[src/rtl/game_pkg.sv]
// Shared game types: player state encoding, HP type, parameter defaults, HP arithmetic helpers.
// Latency: none (types and pure functions only).
// Backpressure: not applicable.
package game_pkg;

    typedef logic [7:0] hp_t;

    typedef enum logic [1:0] {
        ST_ALIVE  = 2'd0,
        ST_INVULN = 2'd1,
        ST_DEAD   = 2'd2
    } state_t;

    localparam int MAX_HP_DEFAULT        = 100;
    localparam int HEAL_AMOUNT_DEFAULT   = 5;
    localparam int INVULN_FRAMES_DEFAULT = 30;
    localparam int BLINK_SHIFT_DEFAULT   = 2;

    // Saturating subtract: damage larger than the current HP floors at zero.
    function automatic hp_t hp_sub_sat(hp_t cur, logic [7:0] dmg);
        return (dmg >= cur) ? '0 : hp_t'(cur - dmg);
    endfunction

    // Add in 9 bits so the sum cannot wrap, then clamp to the cap.
    function automatic hp_t hp_add_clamp(hp_t cur, logic [8:0] amt, hp_t cap);
        logic [8:0] sum;
        sum = {1'b0, cur} + amt;
        return (sum > {1'b0, cap}) ? cap : sum[7:0];
    endfunction

endpackage

[src/rtl/invuln_timer.sv]
// Invulnerability frame countdown: load, per-frame decrement, expiry flag, blink phase bit.
// Latency: counter updates on the edge after load/tick; expire and blink_bit are combinational from the count.
// Backpressure: none; every frame_tick is consumed.
module invuln_timer #(
    parameter int INVULN_FRAMES = 30,
    parameter int BLINK_SHIFT   = 2
) (
    input  logic clk,
    input  logic reset,
    input  logic load,
    input  logic clear,
    input  logic frame_tick,
    output logic expire,
    output logic blink_bit
);

    logic [7:0] count;
    logic [7:0] elapsed;

    // Countdown register: clear beats load, load beats decrement, idle at zero.
    always_ff @(posedge clk or posedge reset) begin
        if (reset) begin
            count <= 8'd0;
        end else if (clear) begin
            count <= 8'd0;
        end else if (load) begin
            count <= 8'(INVULN_FRAMES);
        end else if (frame_tick && (count != 8'd0)) begin
            count <= count - 8'd1;
        end
    end

    // Zero flag for the next count, and frames elapsed since the hit for the blink phase.
    always_comb begin
        expire    = frame_tick && (count == 8'd1);
        elapsed   = 8'(INVULN_FRAMES) - count;
        blink_bit = elapsed[BLINK_SHIFT];
    end

endmodule

[src/rtl/hp_controller.sv]
// Player HP/state controller: applies damage/heal results, invulnerability window, death and restart.
// Latency: one cycle from result_valid/frame_tick/restart to hp, state flags and hp_changed.
// Backpressure: none; every result_valid pulse is consumed or deliberately ignored by state.
module hp_controller
    import game_pkg::*;
#(
    parameter int MAX_HP        = MAX_HP_DEFAULT,
    parameter int HEAL_AMOUNT   = HEAL_AMOUNT_DEFAULT,
    parameter int INVULN_FRAMES = INVULN_FRAMES_DEFAULT,
    parameter int BLINK_SHIFT   = BLINK_SHIFT_DEFAULT
) (
    input  logic       clk,
    input  logic       reset,
    input  logic       result_valid,
    input  logic [7:0] damage_in,
    input  logic       heal_in,
    input  logic       frame_tick,
    input  logic       restart,
    output logic [7:0] hp,
    output logic       is_dead,
    output logic       invincible,
    output logic       blink,
    output logic       hp_changed
);

    state_t state;
    hp_t    dmg_hp;
    hp_t    alive_hp;
    hp_t    invuln_hp;
    logic   timer_load;
    logic   timer_expire;
    logic   timer_blink;

    // Candidate HP values: damage first, heal only if the player survived the damage.
    always_comb begin
        dmg_hp    = hp_sub_sat(hp, damage_in);
        alive_hp  = (heal_in && (dmg_hp != 8'd0))
                  ? hp_add_clamp(dmg_hp, 9'(HEAL_AMOUNT), 8'(MAX_HP)) : dmg_hp;
        invuln_hp = heal_in ? hp_add_clamp(hp, 9'(HEAL_AMOUNT), 8'(MAX_HP)) : hp;
    end

    // A surviving hit in ALIVE starts the invulnerability countdown.
    always_comb begin
        timer_load = !restart && (state == ST_ALIVE) && result_valid
                     && (damage_in != 8'd0) && (dmg_hp != 8'd0);
    end

    invuln_timer #(
        .INVULN_FRAMES (INVULN_FRAMES),
        .BLINK_SHIFT   (BLINK_SHIFT)
    ) u_invuln_timer (
        .clk        (clk),
        .reset      (reset),
        .load       (timer_load),
        .clear      (restart),
        .frame_tick (frame_tick),
        .expire     (timer_expire),
        .blink_bit  (timer_blink)
    );

    // Player FSM with registered hp and flags; restart overrides everything else.
    always_ff @(posedge clk or posedge reset) begin
        if (reset) begin
            state      <= ST_ALIVE;
            hp         <= 8'(MAX_HP);
            is_dead    <= 1'b0;
            invincible <= 1'b0;
            hp_changed <= 1'b0;
        end else begin
            hp_changed <= 1'b0;
            if (restart) begin
                state      <= ST_ALIVE;
                hp         <= 8'(MAX_HP);
                is_dead    <= 1'b0;
                invincible <= 1'b0;
                hp_changed <= (hp != 8'(MAX_HP));
            end else begin
                case (state)
                    ST_ALIVE: begin
                        if (result_valid) begin
                            hp         <= alive_hp;
                            hp_changed <= (alive_hp != hp);
                            if (damage_in != 8'd0) begin
                                if (dmg_hp == 8'd0) begin
                                    state   <= ST_DEAD;
                                    is_dead <= 1'b1;
                                end else begin
                                    state      <= ST_INVULN;
                                    invincible <= 1'b1;
                                end
                            end
                        end
                    end
                    ST_INVULN: begin
                        // Damage is ignored here; heals still land.
                        if (result_valid) begin
                            hp         <= invuln_hp;
                            hp_changed <= (invuln_hp != hp);
                        end
                        if (timer_expire) begin
                            state      <= ST_ALIVE;
                            invincible <= 1'b0;
                        end
                    end
                    ST_DEAD: begin
                        hp <= 8'd0;
                    end
                    default: begin
                        state      <= ST_ALIVE;
                        is_dead    <= 1'b0;
                        invincible <= 1'b0;
                    end
                endcase
            end
        end
    end

    // Blink only while invulnerable; drops with the invincible flag on exit.
    always_comb begin
        blink = invincible && timer_blink;
    end

endmodule

[config.mk]
export PLATFORM = sky130hd
export DESIGN_NAME = hp_controller
export DESIGN_NICKNAME = d
export VERILOG_FILES = /design/src/rtl/game_pkg.sv /design/src/rtl/invuln_timer.sv /design/src/rtl/hp_controller.sv
export SDC_FILE = /design/constraint.sdc
export NUM_CORES = 1
export LEC_CHECK = 0
export ABC_AREA = 0
export CORE_MARGIN = 8
export CORE_UTILIZATION = 25
export CTS_CLUSTER_DIAMETER = 80
export DETAILED_ROUTE_END_ITERATION = 16
export HOLD_SLACK_MARGIN = 0.02
export REMOVE_ABC_BUFFERS = 1
export SLEW_MARGIN = 20
export SYNTH_ARGS = -nofsm -noshare
export SYNTH_HDL_FRONTEND = slang
export SYNTH_SLANG_ARGS = --single-unit
[constraint.sdc]
create_clock -name clk -period 4.5 [get_ports clk]
set_input_delay 0.45 -clock clk [delete_from_list [all_inputs] [get_ports clk]]
set_output_delay 0.45 -clock clk [all_outputs]
set_load 0.1 [all_outputs]
**Run 1: cell area per tile**

Scale bar: 50 um. 13 x 13 tiles, from black (low) to pale yellow (high), 0 to 100% covered.
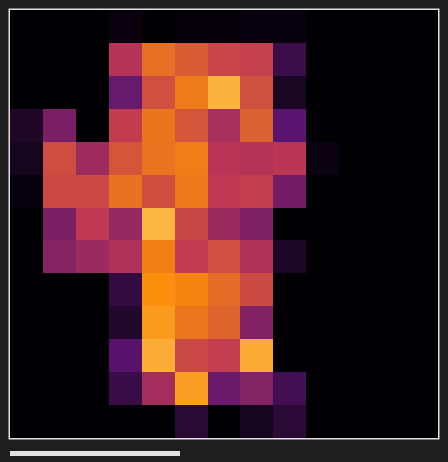
fullest tile: 84%
nearly empty tiles: 53%
tiles over 75% full: 4.1%
emptiest ninth of the die: lower right
mean over tiles: 22%
densest ninth of the die: centre
core footprint: 11,910 sq um
initial core utilization: 0.2549
final core occ: 0.3029

**Run 1: signal metal coverage by tile**

Scale bar: 50 um. 25 x 25 tiles, from black (low) to pale yellow (high), scaled to the fullest tile. Values are wire area over tile area, all layers added.
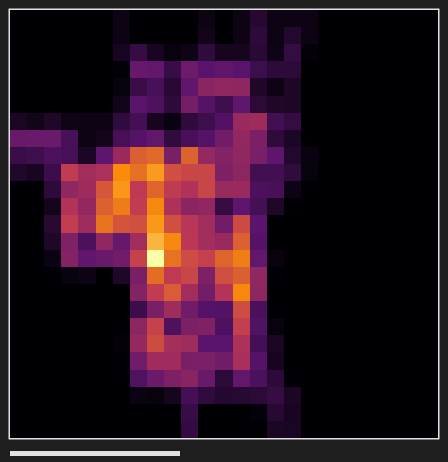
fullest tile: 0.74
densest ninth of the die: centre
nearly empty tiles: 56%
All-Layer GR Usage: 0.1140
routed via count: 3,213

==> run notes, run 1 <==
run results: largest non-sequential cell family by area AND-OR/OR-AND gates, fin crit period between 4 and 5 ns, Rows 40, Basic Gates by Area 0.2901, count of final setup violators 0, Commonest flop dfrtp_1, Slowest cell on crit path clkdlybuf4s50_1, OpenROAD warning count 34, flop share of the area 0.1467, CP startpoint damage_in[5], wire per inst around 16 um, Post-synth seq share 0.1743, inverters 29, Ys Warns 0, startpoint class of the critical path primary input, critical path class in2reg, CLK BUF 3, clk slew on worst S/H paths 0.06 ns, CTS Buffer Depth 2, Post-synth ARST share 1.000, top cells by count nor2_1 (44), a21oi_1 (30), nand2_1 (30), inv_1 (29), ha_1 (21), max cap viols 0, placed cell count a little under 600, slew at the pin with the worst max-slew slack roughly 1 ns, Yosys Instances 410, GRT overflow 0, Worst Setup End Kind flop, CP Cell Sequence clkdlybuf4s50_1, inv_1, ha_1, buf_4, nand4_1, nor2_1, a21oi_1, nand2b_1, inv_1, ha_1, nor2_1, or3_4, and3_1, a31oi_2, o31ai_2, nor3_1, nor4_2, and4_4, a41oi_1, Syn Inst Count 410, flip-flops 21, critical path buffer and inverter count 4, die x size 126.2 um, Reg area 529.3 sq um, Area Growth Syn to Fin 18.83%, fin crit share 0.9389, logic share of the area 0.6363, NonClk Buf Share 0.1130, Final #Nets about 470, setup_tns 0 ns, Final Skew roughly 0.0043 ns, die height 126.2 um, RSZ-0062 raised after global routing false, num ports 26, Slew Limit Fails 0, root cell of the clock tree clkbuf_16, vias in the first global route ~3,000, Max-slew headroom 0.3415, tap cells roughly 150, WHS 0.5451 ns, cell area after layout 3608 sq um, final antenna-violating net count 0, post-place setup slack 0.06426 ns, Vias/cell 5.511, Adder Share, Synth 0.09312, Max-area cell share 0.1483, initial DRC count 268, Post-CTS Setup Inserts 0, first-pass iteration count of the detailed router 5, Largest regs hp x8, u_invuln_timer.count x8, state x2, Mapped Avg Cell Area about 7.4 sq um, mapped cell area 3037 sq um, status finished clean, synth unique cells 78, non-filler instance count after layout 583, #FFs+latches synth 21, Yosys chip area 3037 sq um, first-pass GRT wire length 15,260 um, Gate Area roughly 2300 sq um, number of diodes 0, largest area contributor in the netlist dfrtp_1, Largest cell class multi-input combinational cells, layout cells sized above 1 0.1307, placer congestion estimate just over 0.9, Post-synth EDFFs 0, hold_buf cts 0, Die ar. between 15,000 and 20,000 sq um, Clock Sinks 21, H-tree Lvls 1, post-synthesis xor/xnor area fraction 0.05027, hold_sp u_invuln_timer.count[5], worst path arrival time 4.35 ns, fillers 1,274, CP max FO 10, largest net degree at the start of global routing 25, CTS tree yes, ClkCell Share 0.02288, WP data required 4.62 ns, PostCTS Resize Cnt 0, DRC viols 0, Cell area leaders dfrtp_1 (15%), ha_1 (8.7%), nor2_1 (5.4%), a21oi_1 (4.9%), nand2_1 (3.7%), aoi share 0.2983
**Run 1: met2 routing**

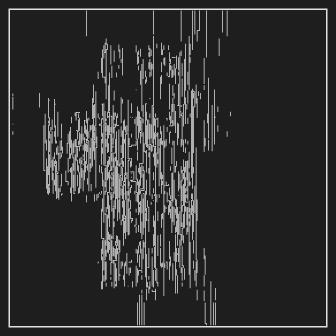
longest straight run: 68.0 um
main direction: vertical
nets with wire on the layer: 387
share of all routed wire: 47%
wire length on this layer: 4,350 um
GR Util met2: 0.1862
final WL: 9326 um

[run 1: cells in the final DEF (no fill, tap or decap), types with 4 or more instances in the layout]
cell	instances
o21a_1	5
o221ai_1	5
nand3_1	16
nor3b_1	5
nor2_1	44
o211ai_1	5
or3_1	6
and2_1	5
ha_1	21
nor3_1	16
a211o_1	5
a21oi_1	30
nor4_1	4
a21o_1	5
and3_1	4
dfrtp_1	18
nand2_1	30
xor2_1	5
clkdlybuf4s50_1	25
xnor2_1	8
inv_1	29
buf_4	21
o22ai_1	9
a31oi_1	5
o21ai_1	5
o21ai_0	15
nand2b_1	8
nand4_1	7
[run 1: layer usage]
| layer | share of wire | up-vias | wire [um] | GRT usage |
|---|---|---|---|---|
| li1 | - | 1572 | - | - |
| met5 | 0 | - | 0 | 0 |
| met4 | 0.032 | 0 | 296 | 0.03822 |
| met1 | 0.45 | 1522 | 4242 | 0.1509 |
| met2 | 0.47 | 105 | 4345 | 0.1862 |
| met3 | 0.047 | 14 | 441 | 0.01519 |
[run 1: worst register-to-register path, delay by kind of cell (launching register included)]
| family | cells | cell delay [ns] |
|---|---|---|
| adders and majority gates | 3 | 0.92 |
| AOI/OAI and AO/OA | 5 | 0.86 |
| DFF | 1 | 0.38 |
| buffers and inverters | 3 | 0.26 |
| and+or+nand+nor | 8 | 1.52 |
[run 1: final timing paths]
check                                     endpoint  depth (start not counted)  slack, ns
hold / removal             u_invuln_timer.count[5]                          2       0.55
setup reg to reg                        hp_changed                         19       0.44
min in group asynchronous  u_invuln_timer.count[2]                          2       0.64
hold reg to reg            u_invuln_timer.count[5]                          2       0.55
setup / recovery                        hp_changed                         19       0.28
max in group asynchronous                 state[0]                          2       3.37
**Run 1: met1 routing**

Scale bar: 50 um.
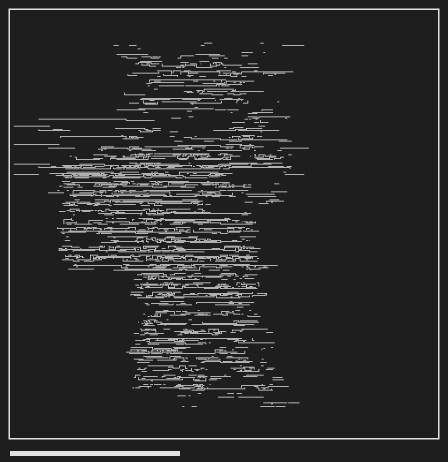

==> run 2, diff against run 1 <==
PLACE_DENSITY = 0.46   (was default)
**Run 2: met1 routing**

Scale bar: 50 um.
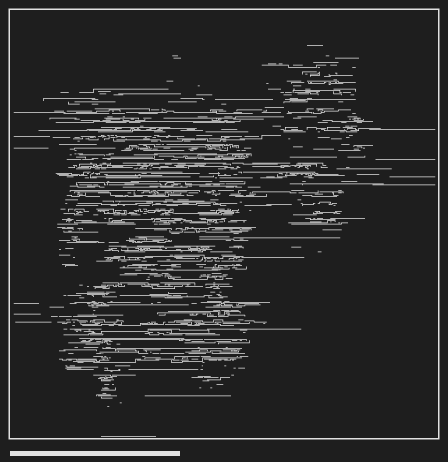
wire length on this layer: 4,930 um
longest straight run: 43.2 um
main direction: horizontal
final WL: 10,360 um
grt met1 use: 0.1712
routed via count: 3,264

**Run 2: cell area per tile**

Scale bar: 50 um. 13 x 13 tiles, from black (low) to pale yellow (high), 0 to 100% covered.
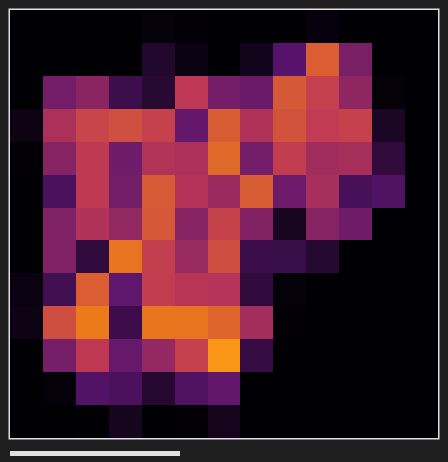
mean over tiles: 22%
nearly empty tiles: 41%
emptiest ninth of the die: lower right
densest ninth of the die: centre
fullest tile: 77%
final core occ: 0.3051

==> run 2 against run 1 <==
Clock-buffer cell count unchanged. Routed wire length increased by 11%. Non-clock buffer count increased by 6.
==> run notes, run 2 <==
run results: Ys Warns 0 (unchanged), CP max FO 7 (-3), largest area contributor in the netlist dfrtp_1, Final Skew 0.004087 ns (-0.0001757 ns), die height 126.2 um (unchanged), most numerous logic cell after layout nor2_1, Cell area leaders dfrtp_1 (15%), ha_1 (8.7%), nor2_1 (5.4%), a21oi_1 (4.9%), nand2_1 (3.7%), vias in the first global route 3,103 (+3.0%), worst path arrival time 4.33 ns (-0.02 ns), GRT overflow 0 (unchanged), initial antenna violation count 0, initial DRC count 237 (-12%), fmax approximately 240 MHz, OpenROAD warning count 34 (unchanged), most numerous logic cells after layout nor2_1 (44), nand2_1 (30), a21oi_1 (30), inv_1 (29), buf_4 (27), clk slew on worst S/H paths 0.07 ns (about the same), Worst Setup End Kind flop, Late-Pin Clk Latency 0.26 ns, Commonest flop dfrtp_1, non-filler instance count after layout 589 (+1.0%), CTS tree yes, RSZ-0062 raised after global routing false, fin crit share 0.9334 (-0.005448), PostCTS Resize Cnt 0 (unchanged), top sig layer met4, hold_buf cts 0 (unchanged), Slowest cell on crit path clkdlybuf4s50_1, number of diodes 0 (unchanged), die x size 126.2 um (unchanged), CP startpoint damage_in[5], Mapped Avg Cell Area 7.406 sq um (unchanged), Clock Sinks 21 (unchanged), critical path class in2reg, fin crit period 4.200 ns (-0.02451 ns), WL met2 4659 um (+7.2%), Final #Nets 479 (+1.3%), Max-slew headroom 0.3439 (+0.002416), Slew Limit Fails 0 (unchanged), hpwl dp 7894 um, Rows 40 (unchanged), Final Hold Vio Count 0, largest net degree at the start of global routing 22 (-12%), mapped cell area 3037 sq um (unchanged), synth unique cells 78 (unchanged), slew at the pin with the worst max-slew slack 0.9811 ns (-0.003613 ns), root cell of the clock tree clkbuf_16, placed cell count 585 (+1.2%), Most Used Layer, Global Route met2, layout cells sized above 1 0.1357 (+0.005013), Area Growth Syn to Fin 19.70%, startpoint class of the critical path primary input, status finished clean, H-tree Lvls 1 (unchanged), All-Layer GR Usage 0.1262 (+0.01223), CTS Buffer Depth 2 (unchanged), max cap viols 0 (unchanged), Yosys Instances 410 (unchanged), Post-synth EDFFs 0 (unchanged), core footprint 11,910 sq um (unchanged), critical path buffer and inverter count 3 (-1), #FFs+latches synth 21 (unchanged), met3 WL 455 um (+3.2%), Vias/cell 5.542 (+0.55%), DRC viols 0 (unchanged), first-pass GRT wire length 16,590 um (+8.7%), wire per inst 17.58 um (+9.9%), placer congestion estimate 0.9024 (-3.1%), WP data required 4.63 ns (about the same), top cells by count nor2_1 (44), a21oi_1 (30), nand2_1 (30), inv_1 (29), ha_1 (21), Yosys chip area 3037 sq um (unchanged), num ports 26 (unchanged), Post-synth seq share 0.1743 (unchanged), hold_sp u_invuln_timer.count[5], CP Cell Sequence clkdlybuf4s50_1, inv_1, ha_1, a211o_1, a21oi_1, a21oi_1, nand2b_1, inv_1, ha_1, nor2_1, or3_4, and3_1, a31oi_2, o31ai_1, nor3_1, nor4_2, and4_4, a41oi_1, Syn Inst Count 410 (unchanged), Die ar. 15,930 sq um (unchanged), first-pass iteration count of the detailed router 5 (unchanged), post-place setup slack 0.05100 ns (-0.01326 ns), wl on met1 4931 um (+16%), Tightest Hold Check Type reg2reg, Largest regs hp x8, u_invuln_timer.count x8, state x2, final antenna-violating net count 0 (unchanged), Post-CTS Setup Inserts 0 (unchanged), count of final setup violators 0 (unchanged), initial core utilization 0.2549 (unchanged), Post-synth ARST share 1.000 (unchanged), met3 Use GR 0.01688 (+0.001688), Max-area cell share 0.1483 (unchanged)
**Run 2: met2 routing**

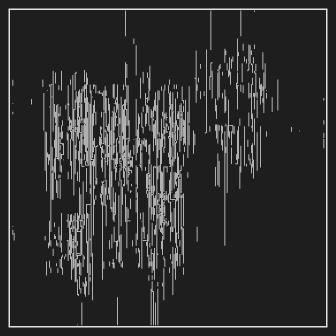
nets with wire on the layer: 388
share of all routed wire: 45%
wire length on this layer: 4,660 um
longest straight run: 65.3 um
GR Util met2: 0.1995

run 2: cell counts after synthesis:
Identical to the previous run, type by type.
run 2: area by class of cell:
class	instances	area [sq um]
fillers	1301	8277
inverters	29	108.9
repair buffers	52	452.9
clock buffers	3	75.07
multi-input cells	336	2280
flip-flops and latches	21	529.3
well taps	147	183.9
clock inverters	1	5.005
run 2: stage by stage:
step	util	hold WS [ns]	instance area (sq um)	setup TNS, ns
floorplan	-	0.4243	2918	-0.1747
global placement	0.2984	0.5294	3555	0
detailed placement	0.2984	0.5194	3555	0
CTS	0.3051	0.5388	3635	0
global route	0.3051	0.5677	3635	0
finish	0.3051	0.5322	3635	0
run 2: final timing paths:
check                                               end  slack [ns]  cells past startpoint
worst min-delay path            u_invuln_timer.count[5]        0.53                      2
worst max-delay path                         hp_changed        0.30                     18
min in group asynchronous                         hp[3]        0.69                      2
max in group asynchronous                         hp[1]        3.26                      2
worst max register to register               hp_changed        0.51                     16
worst min register to register  u_invuln_timer.count[5]        0.53                      2
run 2: kinds of logic after synthesis:
logic type / Yosys count / share of synthesized area
AND/OR/NAND/NOR: 167 / 0.2901
AND-OR/OR-AND: 127 / 0.2983
buffers and inverters: 53 / 0.07499
adder cells (fa/ha/maj): 22 / 0.09312
flip-flops: 21 / 0.1743
XOR/XNOR: 15 / 0.05027
multiplexers: 5 / 0.01895
**Run 2: routing congestion map**

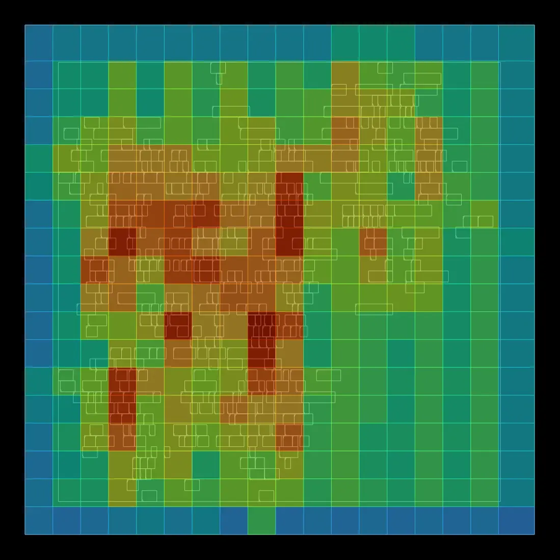

==> run 3, diff against run 2 <==
DONT_BUFFER_PORTS = 1   (was default)
PLACE_DENSITY = 0.43   (was 0.46)
**Run 3: routing congestion map**

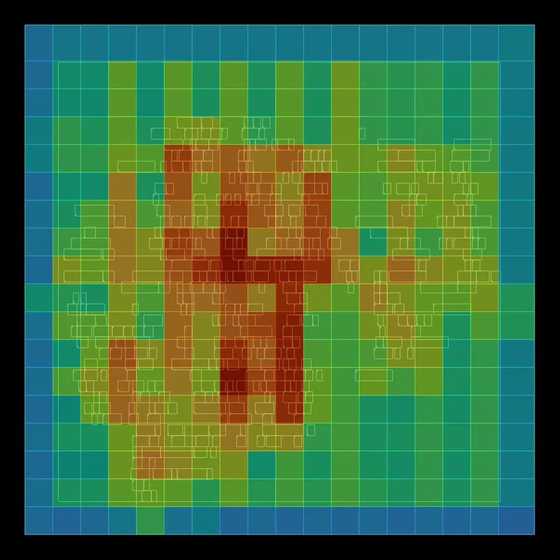
grt met1 use: 0.1668
All-Layer GR Usage: 0.1277
Most Used Layer, Global Route: met2

**Run 3: met1 routing**

Scale bar: 50 um.
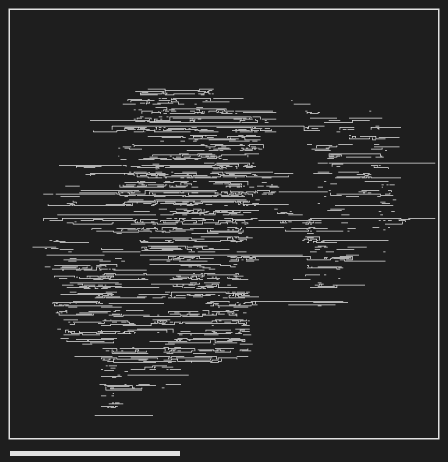
wire length on this layer: 4,600 um
longest straight run: 56.6 um
nets with wire on the layer: 421
share of all routed wire: 45%
main direction: horizontal
final WL: 10,200 um
routed via count: 3,102

==> run 3 against run 2 <==
Synthesized cell count unchanged. Via count shrank 5.0%. Area after synthesis is the same. Final cell count is 5.9% lower. Clock skew increased by 0.0032 ns.
==> run notes, run 3 <==
run results: status finished clean, hpwl dp 7810 um (-1.1%), critical path class reg2reg, num ports 26 (unchanged), core footprint 11,910 sq um (unchanged), critical path buffer and inverter count 3 (unchanged), #FFs+latches synth 21 (unchanged), hold_buf cts 0 (unchanged), Commonest flop dfrtp_1, OpenROAD warning count 34 (unchanged), Post-synth EDFFs 0 (unchanged), top sig layer met4, met3 Use GR 0.03333 (+0.01646), most numerous logic cell after layout nor2_1, vias in the first global route 3,072 (-1.0%), Final #Nets 444 (-7.3%), H-tree Lvls 1 (unchanged), die height 126.2 um (unchanged), Largest regs hp x8, u_invuln_timer.count x8, state x2, Slew Limit Fails 0 (unchanged), first-pass GRT wire length 16,620 um (+0.21%), Area Growth Syn to Fin 9.765%, clk slew on worst S/H paths 0.07 ns (about the same), initial antenna violation count 0 (unchanged), synth unique cells 78 (unchanged), GRT overflow 0 (unchanged), Final Skew 0.007243 ns (+0.003156 ns), PostCTS Resize Cnt 0 (unchanged), DP Area 3229 sq um (-9.2%), Final Hold Vio Count 0 (unchanged), WHS 0.2438 ns (-0.2884 ns), worst path arrival time 4.26 ns (-0.07 ns), count of final setup violators 0 (unchanged), Post-synth seq share 0.1743 (unchanged), Max-area cell share 0.1483 (unchanged), fmax 242.2 MHz (+1.7%), Ys Warns 0 (unchanged), Late-Pin Clk Latency 0.26 ns (about the same), Die ar. 15,930 sq um (unchanged), Worst Setup End Kind flop, CP max FO 7 (unchanged), Mapped Avg Cell Area 7.406 sq um (unchanged), Post-synth ARST share 1.000 (unchanged), fin crit period 4.128 ns (-0.07192 ns), WL met2 4721 um (+1.3%), DRC viols 0 (unchanged), cell area after layout 3333 sq um (-8.3%), max cap viols 0 (unchanged), Post-CTS Setup Inserts 0 (unchanged), Rows 40 (unchanged), fin crit share 0.9174 (-0.01598), Max-slew headroom 0.3629 (+0.01900), largest net degree at the start of global routing 25 (+14%), Yosys Instances 410 (unchanged), Vias/cell 5.599 (+1.0%), root cell of the clock tree clkbuf_16, die x size 126.2 um (unchanged), number of diodes 0 (unchanged), CTS tree yes, final antenna-violating net count 0 (unchanged), Syn Inst Count 410 (unchanged), Slowest cell on crit path fa_1, fillers 1,303 (+0.15%), most numerous logic cells after layout nor2_1 (44), nand2_1 (30), a21oi_1 (30), inv_1 (29), ha_1 (21), initial DRC count 219 (-7.6%), CTS Buffer Depth 2 (unchanged), Reg area 529.3 sq um (unchanged), mapped cell area 3037 sq um (unchanged)
**Run 3: met2 routing**

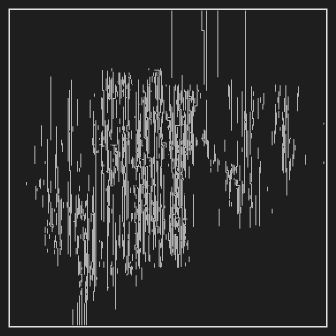
longest straight run: 66.3 um
wire length on this layer: 4,720 um
GR Util met2: 0.2096

run 3: netlist changes by cell type in the layout (fill, tap and decap cells not counted):
cell / previous run / this run
a31oi_1: 6 / 5
a31oi_4: 0 / 1
buf_4: 27 / 17
clkdlybuf4s50_1: 25 / 0
o21ai_1: 5 / 4
o21ai_2: 0 / 1
o31ai_1: 4 / 3
o31ai_2: 0 / 1
run 3: cell families after synthesis:
family / synth area share
and+or+nand+nor: 0.2901
muxes: 0.01895
DFF: 0.1743
AOI/OAI and AO/OA: 0.2983
buffers and inverters: 0.07499
xor gates and xnor gates: 0.05027
adders and majority gates: 0.09312
run 3: area by class of cell:
cell class              count  share of cell area
well taps                 147             0.05518
clock inverters             1            0.001502
multi-input cells         336              0.6911
flip-flops and latches     21              0.1588
clock buffers               3             0.02252
inverters                  29             0.03266
repair buffers             17             0.03829
run 3: stage by stage:
stage / utilization / setup TNS [ns] / cells
after detailed placement: 0.2711 / 0 / 550
after global placement: 0.2711 / 0 / 550
final: 0.2798 / 0 / 554
after global routing: 0.2798 / 0 / 554
after floorplan: - / -0.1747 / 386
after CTS: 0.2778 / 0 / 554
run 3: path summary, 6_finish.rpt:
check	startpoint	endpoint	slack (ns)	depth (start not counted)
min	restart	hp[1]	0.24	1
max	hp[0]	hp_changed	0.37	19
max in group asynchronous	reset	state[0]	3.64	1
max reg2reg	hp[0]	hp_changed	0.37	19
min reg2reg	u_invuln_timer.count[5]	u_invuln_timer.count[5]	0.53	2
min in group asynchronous	reset	hp_changed	0.29	1
